File: config.mk
export PLATFORM = sky130hd
export DESIGN_NAME = demux_feed_sequencer
export DESIGN_NICKNAME = d
export VERILOG_FILES = /design/src/rtl/demux_feed_sequencer.sv
export SDC_FILE = /design/constraint.sdc
export NUM_CORES = 1
export LEC_CHECK = 0
export ABC_CLOCK_PERIOD_IN_PS = 3000
export CAP_MARGIN = 25
export CORE_MARGIN = 8
export CORE_UTILIZATION = 57
export DETAILED_ROUTE_END_ITERATION = 7
export HOLD_SLACK_MARGIN = 0.15
export PLACE_DENSITY_LB_ADDON = 0.25
export SYNTH_ARGS = -nofsm -noshare
export SYNTH_HDL_FRONTEND = slang
export SYNTH_SLANG_ARGS = --single-unit
File: constraint.sdc
create_clock -name clk -period 3 [get_ports clk]
set_input_delay 0.75 -clock clk [delete_from_list [all_inputs] [get_ports clk]]
set_output_delay 0.75 -clock clk [all_outputs]
set_load 0.1 [all_outputs]
File: src/rtl/demux_feed_sequencer.sv
// demux_feed_sequencer
// Buffers 4-bit words from a valid/ready producer in a small FIFO and
// dispatches them to a 1-to-2 demux as (x_out, c_out). Words are sent in
// fixed-length bursts that alternate between channel A (0) and channel B (1).
// A stalled channel holds the sequence; the other channel is never used
// out of turn.

module demux_feed_sequencer #(
    parameter int DEPTH = 4,
    parameter int BURST = 2
) (
    input  logic                   clk,
    input  logic                   rst,
    input  logic [3:0]             in_data,
    input  logic                   in_valid,
    output logic                   in_ready,
    input  logic                   ready_a,
    input  logic                   ready_b,
    output logic [3:0]             x_out,
    output logic                   c_out,
    output logic                   out_valid,
    output logic [$clog2(DEPTH):0] count
);

    localparam int AW = $clog2(DEPTH);
    localparam logic [AW:0] FULL_LEVEL = (AW + 1)'(DEPTH);
    localparam logic [3:0]  BURST_LAST = 4'(BURST - 1);

    typedef enum logic {
        CH_A = 1'b0,
        CH_B = 1'b1
    } chan_t;

    chan_t         chan;
    logic [3:0]    bcnt;
    logic [3:0]    mem [DEPTH];
    logic [AW-1:0] wptr;
    logic [AW-1:0] rptr;
    logic          push;
    logic          disp;
    logic          chan_ready;

    // Room is judged on the registered fill level only, so a dispatch in the
    // same cycle never frees a slot for the producer until the next cycle.
    assign in_ready   = (count < FULL_LEVEL);
    assign chan_ready = (chan == CH_A) ? ready_a : ready_b;
    assign push       = in_valid & in_ready;
    assign disp       = (count != '0) & chan_ready;

    // Storage array; contents need no reset because the pointers and the
    // fill level decide what is ever read out.
    always_ff @(posedge clk) begin
        if (push) begin
            mem[wptr] <= in_data;
        end
    end

    // Write/read pointers wrap naturally at the power-of-two depth; the fill
    // level moves only when exactly one of push/dispatch happens.
    always_ff @(posedge clk or posedge rst) begin
        if (rst) begin
            wptr  <= '0;
            rptr  <= '0;
            count <= '0;
        end else begin
            if (push) begin
                wptr <= wptr + 1'b1;
            end
            if (disp) begin
                rptr <= rptr + 1'b1;
            end
            case ({push, disp})
                2'b10:   count <= count + 1'b1;
                2'b01:   count <= count - 1'b1;
                default: count <= count;
            endcase
        end
    end

    // Channel FSM with burst counter and registered demux-side outputs;
    // without a dispatch the data bus is zeroed and the select is held.
    always_ff @(posedge clk or posedge rst) begin
        if (rst) begin
            chan      <= CH_A;
            bcnt      <= '0;
            x_out     <= '0;
            c_out     <= 1'b0;
            out_valid <= 1'b0;
        end else if (disp) begin
            x_out     <= mem[rptr];
            c_out     <= chan;
            out_valid <= 1'b1;
            if (bcnt == BURST_LAST) begin
                bcnt <= '0;
                case (chan)
                    CH_A:    chan <= CH_B;
                    default: chan <= CH_A;
                endcase
            end else begin
                bcnt <= bcnt + 1'b1;
            end
        end else begin
            x_out     <= '0;
            out_valid <= 1'b0;
        end
    end

endmodule

run_1/m2.png
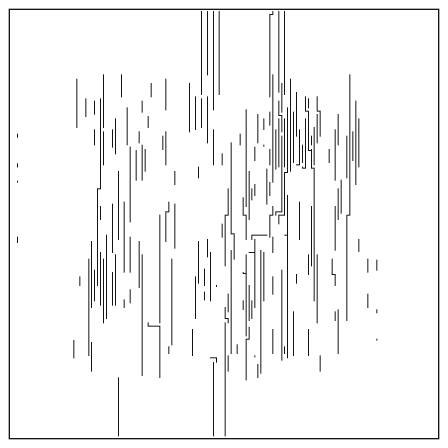
- longest straight run: 25.2 microns
- main direction: vertical
- nets with wire on the layer: 110
- wire length on this layer: 1,100 microns
- share of all routed wire: 48%

run_1/clock_nets.png
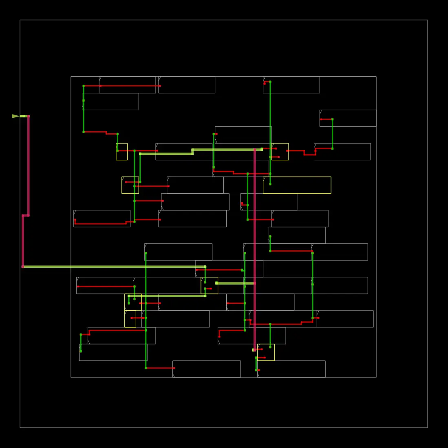
flop count: 34
TritonCTS Sinks: 34

==> flow_metrics.py, run 1 <==
# Metrics from the implementation run
metrics = {
    "die": {
        "initial_core_util_pct": 59.3,
        "boundaryPins": 19,
        "core_sq_um": 2430,
    },
    "status": {
        "status": "complete, no violations",
    },
    "global_routing": {
        "antenna_found_initial": 0,
        "overflow": 0,
    },
    "setup_path": {
        "end_kind": "register",
        "cp_num_cells": 10,
        "r2r-start": "count[2]",
        "worstPathCellList": "clkdlybuf4s50_1 > mux2_4 > nand2_2 > inv_1 > ha_1 > inv_1 > fa_1 > xor2_1 > nor2_1 > xnor2_1",
        "cpMostUsedCell": "inv_1",
        "reg2reg_depth": 9,
    },
    "clock_network": {
        "cts_post_setup_buffers_inserted": 0,
        "cts_max_path_buffers": 2,
    },
    "synth": {
        "syn_area_sq_um": 1440,
    },
    "routing": {
        "routedWlPerCell_microns": 15.5,
        "drc_errors": 0,
    },
    "cells_and_area": {
        "fill_cells": 188,
    },
}
run_1/gates.png
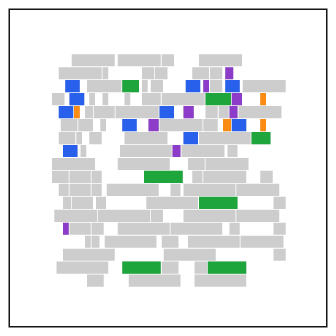
- xor and xnor cells: blue (cells 10; most used xnor2_1)
- nor cells: orange (cells 4; most used nor2_1)
- mux cells: green (cells 7; most used mux4_2)
- nand cells: purple (cells 8; most used nand3_1)

[run 1: area by class of cell]
| cell class | count | area share, % |
|---|---|---|
| Clock buffer | 5 | 2.23 |
| Multi-Input combinational cell | 49 | 26.8 |
| Clock inverter | 3 | 2.37 |
| Tap cell | 30 | 2.23 |
| Inverter | 9 | 2.00 |
| Sequential cell | 34 | 55.2 |
| Timing Repair Buffer | 18 | 9.20 |
[run 1: per-layer routing]
| layer | up-vias | wire (microns) | track usage [%] | part of all wire, % |
|---|---|---|---|---|
| met1 | 379 | 1020 | 15.0 | 44 |
| met4 | 0 | 58 | 9.60 | 2.5 |
| met3 | 5 | 111 | 4.24 | 4.8 |
| li1 | 377 | - | - | - |
| met2 | 15 | 1100 | 19.1 | 48 |
| met5 | - | 0 | 0 | 0 |
[run 1: worst min-delay path by stage]
stage,to,slack [ns],cells past startpoint
2_1_floorplan,bcnt[3],0.47,1
3_3_place_gp,bcnt[3],0.50,1
3_5_place_dp,bcnt[3],0.51,1
4_1_cts,bcnt[2],0.52,1
5_1_grt,bcnt[2],0.56,1
6_report,bcnt[2],0.52,1
[run 1: sequential cells by signal, summed over array words and instances (netlist names)]
signal,flops
bcnt,4
c_out,1
chan,1
count,3
mem,16
out_valid,1
rptr,2
wptr,2
x_out,4
[run 1: through the flow]
stage                     std cells  util (%)  cell area (sq um)  setup slack [ns]
final                           148      69.3               1690             0.607
after global routing            148      69.3               1690             0.494
after CTS                       148      69.3               1690             0.624
after detailed placement        140      66.2               1610             0.288
after global placement          140      66.2               1610             0.347
after floorplan                  95         -               1440             0.490
[run 1: cell usage after synthesis]
master | number | area share [%]
a21o_1 | 1 | 0.52
a22o_1 | 1 | 0.61
and2_1 | 4 | 1.7
and2b_2 | 1 | 0.61
and3_1 | 5 | 2.2
buf_6 | 2 | 1.6
clkbuf_1 | 1 | 0.26
dfrtp_1 | 18 | 31
edfxtp_1 | 16 | 33
fa_1 | 1 | 1.4
ha_1 | 5 | 4.3
inv_1 | 9 | 2.3
mux2_1 | 1 | 0.78
mux2_4 | 1 | 1.0
mux2i_1 | 1 | 0.69
mux4_2 | 4 | 6.2
nand2_1 | 2 | 0.52
nand2_2 | 1 | 0.43
nand3_1 | 3 | 1.0
nand4_1 | 2 | 0.87
nor2_1 | 3 | 0.78
nor3_1 | 1 | 0.35
o21ai_0 | 1 | 0.35
or3_4 | 1 | 0.78
xnor2_1 | 9 | 5.5
xor2_1 | 1 | 0.61
[run 1: cell families after synthesis]
family	Yosys count	synth area share [%]
multiplexers	7	8.76
XOR/XNOR	10	6.07
buffers and inverters	12	4.16
flip-flops	34	64.5
AND-OR/OR-AND	3	1.47
AND/OR/NAND/NOR	23	9.28
adder cells (fa/ha/maj)	6	5.72
==> inputs of run 2 (changes only) <==
ABC_CLOCK_PERIOD_IN_PS = 2500   (was 3000)
CORE_UTILIZATION = 53   (was 57)
clock period = 2.5 ns   (was 3 ns; I/O delays follow)
==> flow_metrics.py, run 2 <==
# Metrics from the implementation run
metrics = {
    "worst_hold_path": {
        "min_to": "count[0]",
        "whs_path_depth": 1,
    },
    "synth": {
        "syn_area_sq_um": 1440,
        "ys.flop_type": "dfrtp_1",
        "synth-edff-count": 16,
        "top_cell_area_share_pct": 33.3,
        "top_cells_by_area": "edfxtp_1 (33%), dfrtp_1 (31%), mux4_2 (6.2%)",
        "synth_top_cell_by_count": "dfrtp_1",
    },
    "routing": {
        "drc_errors": 0,
        "routedWlPerCell_microns": 14.8,
        "dr_total_vias": 793,
    },
    "setup_path": {
        "reg2reg_depth": 7,
        "end_kind": "register",
        "r2r-start": "count[2]",
        "cp-start-kind": "primary input",
    },
    "die": {
        "initial_core_util_pct": 54.2,
        "core_sq_um": 2660,
        "boundaryPins": 19,
        "die_area_sq_um": 4650,
    },
    "status": {
        "status": "complete, no violations",
    },
    "global_routing": {
        "grt_pass1_vias": 885,
        "antenna_found_initial": 0,
    },
    "timing": {
        "maxSlewViolCount": 0,
    },
    "clock_network": {
        "path_clk_slew_ns": 0.09,
        "cts_max_path_buffers": 2,
        "cts_post_setup_buffers_inserted": 0,
        "clock-sinks": 34,
    },
    "cells_and_area": {
        "largest_register": "mem",
        "top_regs": "mem x16, bcnt x4, x_out x4",
        "postLayoutCellArea_sq_um": 1690,
        "fill_cells": 207,
    },
    "placement": {
        "dp.cells": 144,
    },
}
run 2: worst max-delay path by stage:
stage                         from  endpoint  slack [ns]  cells past startpoint
final                      ready_a  count[2]        0.34                     10
after global routing       ready_a  count[2]        0.27                     10
after CTS                  ready_b  count[2]        0.36                     10
after detailed placement   ready_a  count[2]      -0.007                     10
after global placement     ready_b  count[2]        0.07                     10
after floorplan           count[2]  count[2]       0.005                     10
run 2: cell type report:
cell class	count	area share, %
clock buffer	8	3.47
sequential	34	55.1
tap	31	2.29
timing repair buffer	21	10.5
inverter	9	2.00
multi-input combinational	49	26.7
run 2: per-stage QoR:
stage / setup slack, ns / hold slack (ns) / TNS, ns
2_1_floorplan: 0.00491 / 0.468 / 0
3_3_place_gp: 0.0683 / 0.484 / 0
3_5_place_dp: -0.00738 / 0.494 / -0.00738
4_1_cts: 0.356 / 0.510 / 0
5_1_grt: 0.268 / 0.533 / 0
6_report: 0.335 / 0.506 / 0
run 2: logic make-up (layout without fill, tap and decap cells):
group                      Yosys count  after routing  synth area share, %
AOI/OAI and AO/OA                    3              3                 1.47
xor gates and xnor gates            10             10                 6.07
adders and majority gates            6              6                 5.72
buffers and inverters               12             38                 4.16
DFF                                 34             34                 64.5
muxes                                7              7                 8.76
and+or+nand+nor                     23             23                 9.28
run 2: layer usage:
metal,up-vias,global-route usage [%],part of all wire (%)
met3,10,4.09,5.3
met4,0,7.67,3.7
met1,386,11.8,42
met5,-,0,0
li1,376,-,-
met2,21,17.8,49
run 2: worst max-delay path: stages:
cell and delay [ns]:
clkdlybuf4s50_1 0.51, mux2_4 0.17, nand2_2 0.05, inv_1 0.07
ha_1 0.17, inv_1 0.06, fa_1 0.37, xor2_1 0.15
nor2_1 0.11, xnor2_1 0.13
run_2/class_map.png
Scale bar: 20 microns. Fill, decap, tap and diode cells in grey.
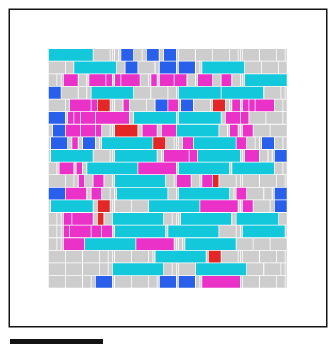
- registers: cyan (cells 34)
- remaining buffers and delay cells: blue (cells 21)
- clock drivers and dummy loads: red (cells 8)
- remaining logic cells: magenta (cells 58)

run_2/sizing.png
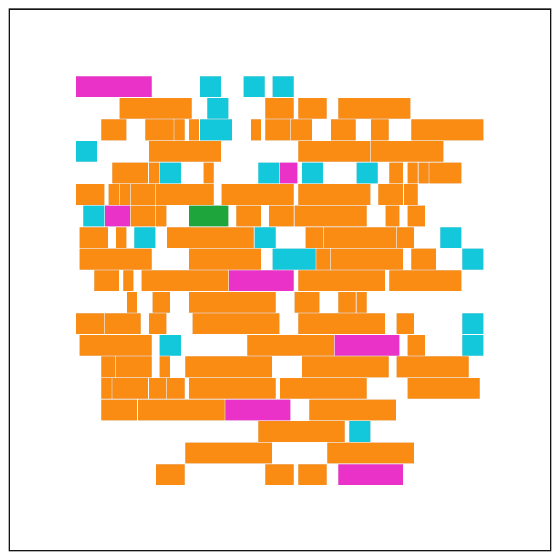
- x1 and smaller: orange (cells 93; share 77%)
- x2: magenta (cells 7; share 5.8%)
- x3 and x4: cyan (cells 20; share 17%)
- x6 and larger: green (cells 1; share 0.83%)

==> inputs of run 3 (changes only) <==
ABC_CLOCK_PERIOD_IN_PS = not set   (was 2500)
PLACE_DENSITY = 0.81   (was not set)
PLACE_DENSITY_LB_ADDON = not set   (was 0.25)
==> flow_metrics.py, run 3 <==
# Metrics from the implementation run
metrics = {
    "global_routing": {
        "antenna_found_initial": 0,
        "grt_pass1_vias": 835,
    },
    "timing": {
        "maxSlewViolCount": 0,
        "hold-worst-slack_ns": 0.515,
        "final.setup.tns_ns": 0,
    },
    "setup_path": {
        "cpMostUsedCell": "inv_1",
        "path_max_fanout": 2,
        "cp_slowest_stage_delay_ns": 0.48,
        "cp-start-kind": "primary input",
        "cp_top_family": "buffers and inverters",
        "worst_path_max_delay_cell": "clkdlybuf4s50_1",
        "worstPathCellList": "clkdlybuf4s50_1 > mux2_4 > nand2_2 > inv_1 > ha_1 > inv_1 > fa_1 > xor2_1 > nor2_1 > xnor2_1",
    },
    "die": {
        "die_area_sq_um": 4650,
        "boundaryPins": 19,
    },
    "routing": {
        "drc_errors": 0,
        "dr_total_vias": 782,
        "routedWlPerCell_microns": 15.1,
    },
    "status": {
        "status": "complete, no violations",
    },
    "clock_network": {
        "clock-sinks": 34,
        "cts_post_setup_buffers_inserted": 0,
        "cts_max_path_buffers": 2,
        "path_clk_slew_ns": 0.10,
    },
    "synth": {
        "top_cell_area_share_pct": 33.3,
        "synth-edff-count": 16,
        "ys.flop_type": "dfrtp_1",
    },
    "cells_and_area": {
        "largest_register": "mem",
    },
}
==> run 3: cell counts after synthesis <==
No cell type changed its count.
==> run 3: per-layer routing <==
| metal | track usage, % | wire length [microns] |
|---|---|---|
| met4 | 6.14 | 19 |
| met5 | 0 | 0 |
| met3 | 6.55 | 135 |
| met1 | 13.0 | 944 |
| met2 | 19.0 | 1180 |
==> run 3: final timing paths <==
check | end | from | slack [ns] | cells past startpoint
max | count[2] | ready_a | 0.31 | 10
min | count[0] | count[0] | 0.51 | 1
max reg2reg | count[2] | count[2] | 0.53 | 9
min reg2reg | count[0] | count[0] | 0.51 | 1
max in group asynchronous | count[0] | rst | 1.35 | 2
min in group asynchronous | wptr[1] | rst | 0.68 | 2
==> run 3: layout make-up <==
type                    instances  area (sq um)
fillers                       209           986
flip-flops and latches         34           932
multi-input cells              49           452
repair buffers                 20           170
clock buffers                   6          41.3
well taps                      31          38.8
inverters                       9          33.8
clock inverters                 2          8.76
==> run 3: cell families after synthesis <==
family	count (synthesis)	share of synthesized area [%]
simple gates	23	9.28
xor+xnor	10	6.07
buf+inv	12	4.16
fa+ha+maj	6	5.72
mux	7	8.76
flops	34	64.5
compound gates	3	1.47
==> run 3: stage by stage <==
| step | setup WS, ns |
|---|---|
| after floorplan | 0.00491 |
| after global placement | 0.0730 |
| after detailed placement | -0.00261 |
| after CTS | 0.313 |
| after global routing | 0.229 |
| final | 0.309 |
run_3/m2.png
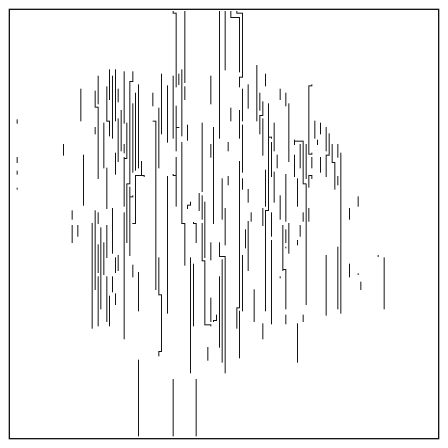
- nets with wire on the layer: 114
- longest straight run: 26.9 microns
- wire length on this layer: 1,180 microns
- main direction: vertical
- share of all routed wire: 52%

run_3/class_map.png
Scale bar: 20 microns. Fill, decap, tap and diode cells in grey.
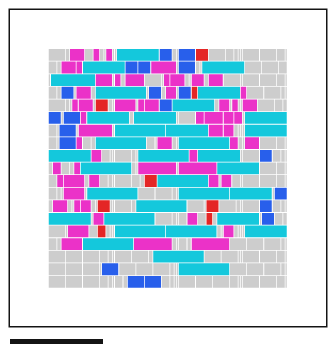
- remaining buffers and delay cells: blue (cells 20)
- remaining logic cells: magenta (cells 58)
- registers: cyan (cells 34)
- clock drivers and dummy loads: red (cells 8)
std cell rows: 19
sequential portion of the cell area: 55.6%
final instance area: 1680 sq um
Core ar.: 2660 sq um

